Fig. 1: run 1, local utilization
The bar under the picture is 20 um long. 7 x 7 tiles, from black (low) to pale yellow (high), 0 to 100% covered.
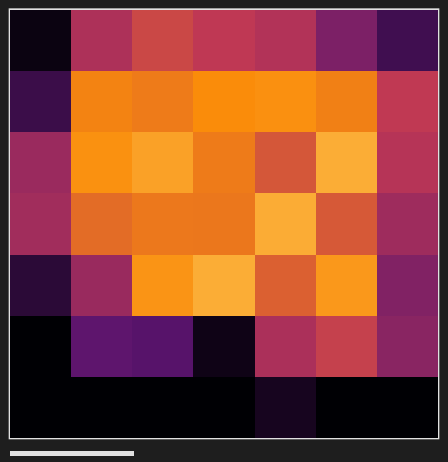
Fig. 2: run 1, wire density map
The bar under the picture is 20 um long. 14 x 14 tiles, from black (low) to pale yellow (high), scaled to the fullest tile. Values are wire area over tile area, all layers added.
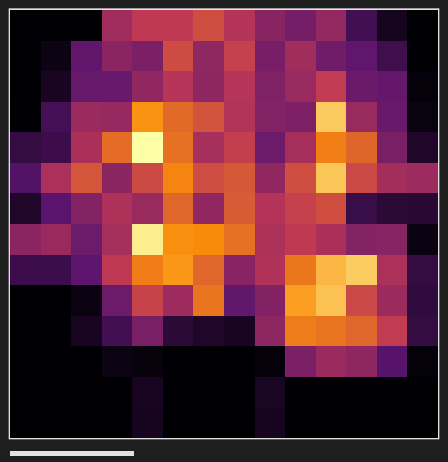
Fig. 3: run 1, routing congestion map
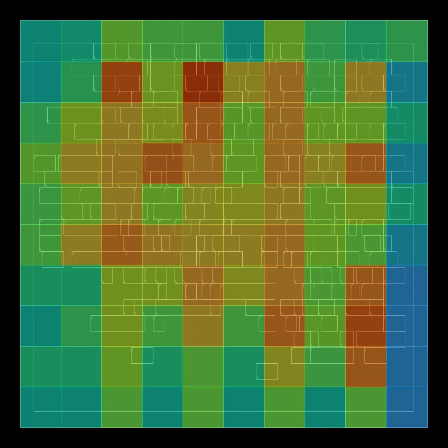
Fig. 4: run 1, M2 wires
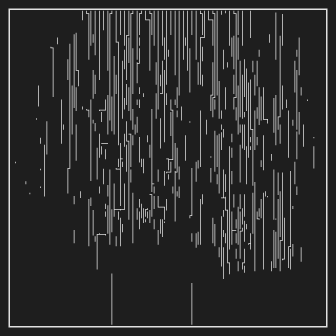
$ cat config.mk
export PLATFORM = sky130hd
export DESIGN_NAME = reg_share_arbiter
export DESIGN_NICKNAME = d
export VERILOG_FILES = /design/src/rtl/reg_share_pkg.sv /design/src/rtl/rr_pick.sv /design/src/rtl/reg_share_arbiter.sv
export SDC_FILE = /design/constraint.sdc
export NUM_CORES = 1
export LEC_CHECK = 0
export CAP_MARGIN = 10
export CORE_MARGIN = 2
export CORE_UTILIZATION = 35
export DETAILED_ROUTE_END_ITERATION = 10
export PLACE_DENSITY = 0.76
export SLEW_MARGIN = 15
export SYNTH_ARGS = -nofsm -noshare
export SYNTH_HDL_FRONTEND = slang
export SYNTH_SLANG_ARGS = --single-unit
$ cat constraint.sdc
create_clock -name i_clk -period 3.8 [get_ports i_clk]
set_input_delay 0.38 -clock i_clk [delete_from_list [all_inputs] [get_ports i_clk]]
set_output_delay 0.38 -clock i_clk [all_outputs]
set_load 0.02 [all_outputs]
$ cat src/rtl/reg_share_pkg.sv
// Shared types and elaboration helpers for the shared-register arbiter.
// Both the FSM encoding and the hold-counter width are sourced from here.
package reg_share_pkg;

  typedef enum logic [1:0] {
    ST_IDLE  = 2'd0,
    ST_GRANT = 2'd1,
    ST_HOLD  = 2'd2
  } state_t;

  // Bits needed to hold values 0..n-1, never less than one.
  function automatic int clog2_min1(input int n);
    int w;
    w = 0;
    while ((1 << w) < n) begin
      w = w + 1;
    end
    return (w < 1) ? 1 : w;
  endfunction

endpackage

$ cat src/rtl/rr_pick.sv
// Combinational round-robin picker: the first set request at or after i_ptr,
// found by rotating the request vector, priority-encoding it, then un-rotating.
module rr_pick #(
  parameter int N = 4
) (
  input  logic [N-1:0]         i_req,
  input  logic [$clog2(N)-1:0] i_ptr,
  output logic                 o_found,
  output logic [$clog2(N)-1:0] o_idx
);

  localparam int PW = $clog2(N);
  localparam logic [PW:0] L_N = (PW+1)'(N);

  logic [N-1:0]  w_rot;
  logic [PW-1:0] w_off;
  logic [PW:0]   w_sum;

  // w_rot[j] = i_req[(j + i_ptr) mod N]; the left shift by N when i_ptr=0 yields zero.
  assign w_rot = (i_req >> i_ptr) | (i_req << (N - int'(i_ptr)));

  always_comb begin
    o_found = 1'b0;
    w_off   = '0;
    for (int k = N - 1; k >= 0; k--) begin
      if (w_rot[k]) begin
        o_found = 1'b1;
        w_off   = PW'(k);
      end
    end
  end

  assign w_sum = {1'b0, w_off} + {1'b0, i_ptr};
  assign o_idx = (w_sum >= L_N) ? PW'(w_sum - L_N) : w_sum[PW-1:0];

endmodule

$ cat src/rtl/reg_share_arbiter.sv
// Round-robin arbiter and load controller owning a shared WIDTH-bit register;
// one winner is loaded per arbitration, then the register is held HOLD_CYCLES cycles.
module reg_share_arbiter
  import reg_share_pkg::*;
#(
  parameter int N           = 4,
  parameter int WIDTH       = 8,
  parameter int HOLD_CYCLES = 2
) (
  input  logic                 i_clk,
  input  logic                 i_rst_n,
  input  logic                 i_clr,
  input  logic [N-1:0]         i_req,
  input  logic [N*WIDTH-1:0]   i_din,
  output logic [N-1:0]         o_gnt,
  output logic [WIDTH-1:0]     o_q,
  output logic [$clog2(N)-1:0] o_owner,
  output logic                 o_valid,
  output logic                 o_busy
);

  localparam int PW = $clog2(N);
  localparam int CW = clog2_min1(HOLD_CYCLES);
  localparam logic [CW-1:0] L_HOLD_LOAD = CW'(HOLD_CYCLES - 1);
  localparam logic [PW:0]   L_N         = (PW+1)'(N);

  state_t           r_state;
  logic [PW-1:0]    r_ptr;
  logic [CW-1:0]    r_cnt;
  logic [WIDTH-1:0] r_q;
  logic [PW-1:0]    r_owner;
  logic             r_valid;
  logic [N-1:0]     r_gnt;
  logic             r_busy;

  logic             w_found;
  logic [PW-1:0]    w_win;
  logic [PW:0]      w_win_inc;
  logic [PW-1:0]    w_ptr_next;
  logic [WIDTH-1:0] w_slice [N];
  logic [N-1:0]     w_onehot;

  rr_pick #(.N(N)) u_pick (
    .i_req   (i_req),
    .i_ptr   (r_ptr),
    .o_found (w_found),
    .o_idx   (w_win)
  );

  for (genvar gi = 0; gi < N; gi++) begin : g_lane
    assign w_slice[gi]  = i_din[gi*WIDTH +: WIDTH];
    assign w_onehot[gi] = (w_win == PW'(gi));
  end

  assign w_win_inc  = {1'b0, w_win} + (PW+1)'(1);
  assign w_ptr_next = (w_win_inc == L_N) ? '0 : w_win_inc[PW-1:0];

  // CLR outranks everything but reset and deliberately leaves r_ptr/r_owner alone.
  always_ff @(posedge i_clk or negedge i_rst_n) begin
    if (!i_rst_n) begin
      r_state <= ST_IDLE;
      r_ptr   <= '0;
      r_cnt   <= '0;
      r_q     <= '0;
      r_owner <= '0;
      r_valid <= 1'b0;
      r_gnt   <= '0;
      r_busy  <= 1'b0;
    end else if (i_clr) begin
      r_state <= ST_IDLE;
      r_cnt   <= '0;
      r_q     <= '0;
      r_valid <= 1'b0;
      r_gnt   <= '0;
      r_busy  <= 1'b0;
    end else begin
      case (r_state)
        ST_IDLE: begin
          if (w_found) begin
            r_q     <= w_slice[w_win];
            r_owner <= w_win;
            r_valid <= 1'b1;
            r_ptr   <= w_ptr_next;
            r_cnt   <= L_HOLD_LOAD;
            r_gnt   <= w_onehot;
            r_busy  <= 1'b1;
            r_state <= ST_GRANT;
          end
        end
        ST_GRANT: begin
          r_gnt <= '0;
          if (HOLD_CYCLES > 1) begin
            r_state <= ST_HOLD;
          end else begin
            r_state <= ST_IDLE;
            r_busy  <= 1'b0;
          end
        end
        ST_HOLD: begin
          r_cnt <= r_cnt - CW'(1);
          if (r_cnt == CW'(1)) begin
            r_state <= ST_IDLE;
            r_busy  <= 1'b0;
          end
        end
        default: begin
          r_state <= ST_IDLE;
          r_gnt   <= '0;
          r_busy  <= 1'b0;
        end
      endcase
    end
  end

  assign o_gnt   = r_gnt;
  assign o_q     = r_q;
  assign o_owner = r_owner;
  assign o_valid = r_valid;
  assign o_busy  = r_busy;

endmodule

==> metrics.yaml, run 1 <==
power_and_ir_drop:
  internal_power_mw: 1.13
  power_frac_seq_pct: 17.9
  p_per_area_nw_per_um2: 943
  ir_worst_vdd_mv: 0.564
  p_comb_mw: 1.52
  p_clk_mw: 0.151
  p_clk_share_pct: 7.4
  comb_power_share_pct: 74.7
  p_switching_mw: 0.910
  p_sw_share_pct: 44.7
  power.group.top: "combinational cells"
  pg_seq_mw: 0.365
  power_mw: 2.04
  leakagePower_nw: 0.906
logic_synthesis:
  netlist_area_um2: 1490
  dominantRegCellSynth: "dfrtp_1"
  ys_warn_count: 0
  yosysSeqAreaShare_pct: 35.4
  numSynthFlops: 21
  async_flop_share_pct: 100
  top_cell: "dfrtp_1"
  ys_cells: 153
  top_area_share_pct: 35.4
  syn-num-nets: 196
  edf_count: 0
  common_cells: "dfrtp_1 (21), a21oi_1 (12), mux2i_1 (11), nand2b_1 (11), mux2_2 (10)"
  synth_area_leader_cell: "dfrtp_1"
  postSynthCellCount: 153
  top_cells_by_area: "dfrtp_1 (35%), mux2_2 (7.6%), mux2i_1 (7.4%)"
  yosysUniqueCellTypes: 39
  syn_area_per_cell_um2: 9.71
critical_path:
  cp_data_required_time_ps: 3950
  r2r-start: "r_ptr[0]"
  crit_cells: 14
  critPathTopFamily: "simple AND/OR/NAND/NOR gates"
  path_class: "reg -> reg"
  crit_path_start: "r_ptr[0]"
  cp_slowest_stage_delay_ps: 490
  crit_fanout: 20
  slowest_stage: "or3_4"
  crit_arrival_ps: 3550
  r2r_slack_ps: 400
  critPathLaunchType: "register"
  cp.buffers_inverters: 1
  reg2regPathDepth: 14
  endpoint_kind: "register"
  worst_r2r_endpoint: "r_ptr[1]"
  worst_path_most_repeated_cell: "ha_1"
  path_cells: "inv_1 -> ha_1 -> mux4_2 -> nand2b_1 -> o21bai_1 -> nor2_1 -> a211oi_1 -> a21boi_0 -> ha_1 -> xor2_1 -> or3_4 -> nand2_1 -> ha_1 -> mux2_2"
  worstSetupEndpoint: "r_ptr[1]"
timing:
  rsz0062_at_grt: "no"
  fmax_mhz: 294
  worst_slew_pin_slew_ps: 942
  layout_setup_ws_ps: 399
  slew_violations: 0
  final.setup_skew_ps: 11.0
  finalClockPeriodUsage_pct: 89.5
  setup_viol: 0
  hold_viol: 0
  max-slew-margin-rel_pct: 37.0
  hold-worst-slack_ps: 511
  period_needed_ps: 3400
  tns_ps: 0
clock_network:
  cts_max_level: 1
  cts_tree: "built"
  cts_buffers: 3
  post_cts.repair.setup_buffers: 0
  root_buffer: "clkbuf_8"
  cts.clk_slew.worst_paths_ps: 80
  clockBufferDepth: 2
  insertion_delay_ps: 270
  cts_resized: 0
placed_design:
  dp_cells: 257
  place_ws_ps: 158
  io_buffers: 54
  hpwl_mm: 3.06
  post_dp_cell_area_um2: 2110
  gp_congestion: 0.779
drt:
  dr.pass1.iters: 4
  wl_met1_mm: 1.78
  route.detailed.drc: 0
  drt_iter0_markers: 85
  ant_nets: 0
  routed-wl-met3_um: 187
  via_per_inst: 5.45
  wl_met2_mm: 1.97
  topRoutingLayerUsed: "met4"
run:
  drv_cap: 0
  warning_count: 27
final_layout:
  fin_nets: 255
  fin_area_um2: 2160
  stdcell_count: 261
  drive_gt1_share_pct: 13.3
  diodes: 0
  final_cell_mix: "clkdlybuf4s50_1 (54), dfrtp_1 (21), a21oi_1 (12), nand2b_1 (11), mux2i_1 (11)"
  lay_top_count: "clkdlybuf4s50_1"
  nFillCells: 379
  area_growth_syn_to_layout_pct: 45.6
global_routing:
  antenna_found_initial: 0
  use_met1_pct: 22.8
  overflow: 0
  grt_pass1_wl_mm: 6.63
floorplan:
  die_x_um: 69.1
  dieHeight_um: 69.1
  io_pins: 55
  die-area_um2: 4780
  rows: 23
hold_path:
  min_path_type: "reg -> reg"
  min_to: "o_valid"
  worstHoldPathCells: 1
  min-delay-start: "o_valid"
status:
  status: "finished clean"
## Picture notes: Fig. 1
tiles over 75% full: 18%
mean over tiles: 44%
densest ninth of the die: center
nearly empty tiles: 14%
fullest tile: 82%
area of the core: 4030 um2
Initial Util: 36.9%
Post-Route Utilization: 53.7%

## Picture notes: Fig. 2
densest ninth of the die: center
nearly empty tiles: 23%
fullest tile: 0.41
WL per Instance: 15.2 um
Routed WL: 3.98 mm
Total Routing Usage GR: 16.9%
Vias: 1423

## Picture notes: Fig. 3
met2 GRT Util: 28.1%
global routing usage on met3: 3.65%
GR peak layer: met2

## Picture notes: Fig. 4
share of all routed wire: 50%
main direction: vertical
wire length on this layer: 1970 um
nets with wire on the layer: 216
longest straight run: 27.2 um

-- run 1: cell families (layout without fill, tap and decap cells) --
logic type / count (synthesis) / in the layout / share of synthesized area, %
compound gates: 45 / 45 / 22.7
xor+xnor: 1 / 1 / 0.590
fa+ha+maj: 4 / 4 / 3.37
flops: 21 / 21 / 35.4
mux: 22 / 22 / 16.5
buf+inv: 15 / 73 / 4.63
simple gates: 45 / 45 / 16.8
-- run 1: cell type report --
type                       count  area (um2)  share of cell area [%]
multi-input combinational    117         891                    41.2
timing repair buffer          64         616                    28.5
sequential                    21         526                    24.3
tap                           50        62.6                    2.89
clock buffer                   3        41.3                    1.91
inverter                       5        18.8                   0.868
clock inverter                 1        7.51                   0.347
Fig. 5: run 1, signal wires on met1
The bar under the picture is 20 um long.
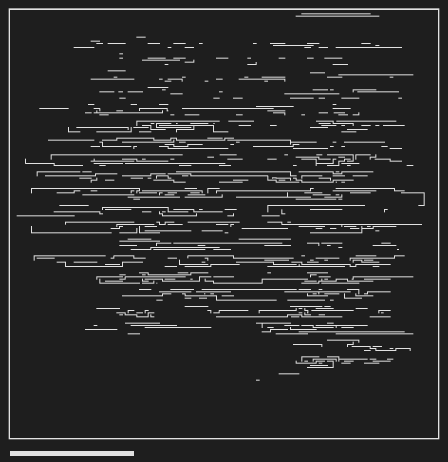

## Run 2: what changed since run 1
--- a/config.mk
+++ b/config.mk
@@ -8,8 +8,11 @@
 export CAP_MARGIN = 10
 export CORE_MARGIN = 2
 export CORE_UTILIZATION = 35
+export CTS_BUF_LIST = sky130_fd_sc_hd__clkbuf_16
+export CTS_CLUSTER_DIAMETER = 60
 export DETAILED_ROUTE_END_ITERATION = 10
-export PLACE_DENSITY = 0.76
+export DONT_BUFFER_PORTS = 1
+export PLACE_DENSITY = 0.59
 export SLEW_MARGIN = 15
 export SYNTH_ARGS = -nofsm -noshare
 export SYNTH_HDL_FRONTEND = slang
Fig. 6: run 2, signal wires on met1
The bar under the picture is 20 um long.
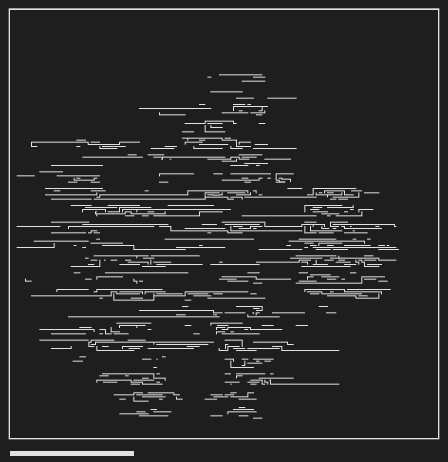
wire length on this layer: 1530 um
main direction: horizontal
nets with wire on the layer: 187
longest straight run: 24.4 um
share of all routed wire: 44%
Vias: 1189
Routed WL: 3.49 mm
grt met1 use: 18.5%

Fig. 7: run 2, M2 wires
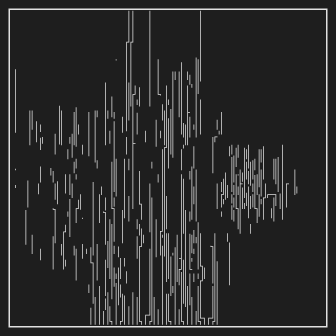
nets with wire on the layer: 167
main direction: vertical
wire length on this layer: 1650 um
met2 GRT Util: 23.1%

==> metrics.yaml, run 2 <==
critical_path:
  r2r_slack_ps: 240  # was 400 ps
  crit_cells: 14  # unchanged
  worst_path_most_repeated_cell: "ha_1"  # unchanged
  crit_path_start: "r_ptr[1]"  # was r_ptr[0]
  endpoint_kind: "register"  # unchanged
  worstSetupEndpoint: "r_ptr[1]"  # unchanged
  crit_fanout: 20  # unchanged
  slowest_stage: "or3_4"  # unchanged
  cp.buffers_inverters: 1  # unchanged
  path_cells: "inv_1 -> ha_1 -> mux4_2 -> nand2b_1 -> o21bai_1 -> nor2_1 -> a211oi_1 -> a21boi_0 -> ha_1 -> xor2_1 -> or3_4 -> nand2_1 -> ha_1 -> mux2_2"  # unchanged
  r2r-start: "r_ptr[1]"  # was r_ptr[0]
  cp_slowest_stage_delay_ps: 500  # was 490 ps
  reg2regPathDepth: 14  # unchanged
  path_class: "reg -> reg"  # unchanged
  critPathLaunchType: "register"  # unchanged
logic_synthesis:
  yosysUniqueCellTypes: 39  # unchanged
  synth_area_leader_cell: "dfrtp_1"  # unchanged
  netlist_area_um2: 1490  # unchanged
  xor_area_share_pct: 0.590  # unchanged
  edf_count: 0  # unchanged
  ys_cells: 153  # unchanged
  synthAoiAreaFrac_pct: 22.7  # unchanged
  mux_area_share_pct: 16.5  # unchanged
  syn-num-nets: 196  # unchanged
  ys_warn_count: 0  # unchanged
  yosysSeqAreaShare_pct: 35.4  # unchanged
  top_cell: "dfrtp_1"  # unchanged
  topCombFamilyByArea: "AND-OR/OR-AND gates"  # unchanged
  postSynthCellCount: 153  # unchanged
  yosys.area_share.adder_pct: 3.37  # unchanged
  top_cells_by_area: "dfrtp_1 (35%), mux2_2 (7.6%), mux2i_1 (7.4%)"  # unchanged
  syn_area_per_cell_um2: 9.71  # unchanged
  dominantRegCellSynth: "dfrtp_1"  # unchanged
  yosys.area_share.simple_pct: 16.8  # unchanged
  common_cells: "dfrtp_1 (21), a21oi_1 (12), mux2i_1 (11), nand2b_1 (11), mux2_2 (10)"  # unchanged
  top_area_share_pct: 35.4  # unchanged
  numSynthFlops: 21  # unchanged
floorplan:
  core_area_um2: 4030  # unchanged
  rows: 23  # unchanged
  io_pins: 55  # unchanged
  die-area_um2: 4780  # unchanged
  die_x_um: 69.1  # unchanged
  dieHeight_um: 69.1  # unchanged
  tap_cells: 50  # unchanged
  fp-utilization_pct: 36.9  # unchanged
final_layout:
  multi_input_comb_cells: 117  # unchanged
  inv_count: 5  # unchanged
  nFillCells: 406  # was 379
  diodes: 0  # unchanged
  largest_class: "logic gates"  # unchanged
  area_growth_syn_to_layout_pct: 8.93  # was 45.6%
  nClkBuffers: 3  # unchanged
  flop-count: 21  # unchanged
  fin_nets: 196  # was 255
  clkCellAreaFrac_pct: 4.87  # was 2.26%
  logic_area_um2: 891  # unchanged
  drive_gt1_share_pct: 14.5  # was 13.3%
  buf_share_pct: 2.47  # was 28.5%
  lay_top_count: "dfrtp_1"  # was clkdlybuf4s50_1
  final_cell_mix: "dfrtp_1 (20), a21oi_1 (12), nand2b_1 (11), mux2i_1 (11), mux2_2 (10)"  # was clkdlybuf4s50_1 (54), dfrtp_1 (21), a21oi_1 (12), nand2b_1 (11), mux2i_1 (11)
global_routing:
  grt_pass1_wl_mm: 5.65  # was 6.63 mm
  grt_busiest_layer: "met2"  # unchanged
  overflow: 0  # unchanged
  antenna_found_initial: 0  # unchanged
timing:
  final.setup_skew_ps: 3.01  # was 11.0 ps
  tns_ps: 0  # unchanged
  slew_violations: 0  # unchanged
  period_needed_ps: 3560  # was 3400 ps
  fmax_mhz: 281  # was 294 MHz
  rsz0062_at_grt: "no"  # unchanged
  setup_viol: 0  # unchanged
clock_network:
  clockBufferDepth: 2  # unchanged
  cts_buffers: 3  # unchanged
  post_cts.repair.setup_buffers: 0  # unchanged
  root_buffer: "clkbuf_16"  # was clkbuf_8
drt:
  dr.pass1.iters: 5  # was 4
  wl_per_cell_um: 17.3  # was 15.2 um
  via_per_inst: 5.89  # was 5.45
  route.detailed.drc: 0  # unchanged
  drt_iter0_markers: 70  # was 85
run:
  drv_cap: 0  # unchanged
  warning_count: 27  # unchanged
placed_design:
  hpwl_mm: 2.61  # was 3.06 mm
  io_buffers: 0  # was 54
  dp_cells: 197  # was 257
status:
  status: "finished clean"  # unchanged
hold_path:
  min_path_type: "in -> reg"  # was reg -> reg
  min_to: "o_busy"  # was o_valid
  worstHoldPathCells: 1  # unchanged
power_and_ir_drop:
  p_per_area_nw_per_um2: 1170  # was 943 nW/um2
  leakagePower_nw: 0.695  # was 0.906 nW
Fig. 8: run 2, routing congestion map
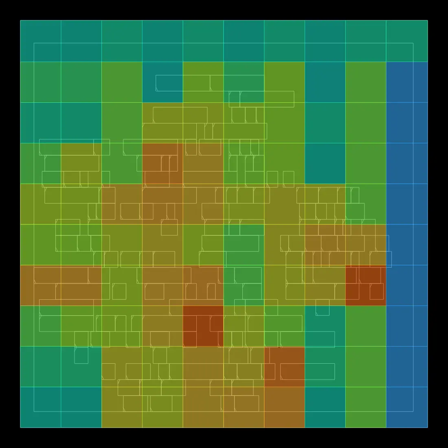
Total Routing Usage GR: 14.6%
global routing usage on met3: 4.68%
Post-Route Utilization: 40.2%

run 2: power by group:
group,switching (mW),internal (mW)
combinational,0.644,0.568
sequential,0.148,0.312
clock,0.0757,0.140
total,0.868,1.02
run 2: metrics by stage:
stage / hold WS [ps] / utilization, % / total power [mW] / area, um2 / setup WS (ps)
after CTS: 177 / 40.1 / 1.90 / 1620 / 156
after global placement: 85.3 / 37.9 / 1.63 / 1530 / 314
after floorplan: 84.4 / - / 1.45 / 1490 / 284
after global routing: 185 / 40.2 / 2.04 / 1620 / 27.9
after detailed placement: 85.1 / 37.9 / 1.66 / 1530 / 167
final: 185 / 40.2 / 1.89 / 1620 / 243
run 2: routing by layer:
layer | routed length, um | part of all wire, %
met2 | 1650 | 47
met4 | 55 | 1.6
met5 | 0 | 0
met3 | 255 | 7.3
met1 | 1530 | 44
Power and IR drop assume default switching activity.
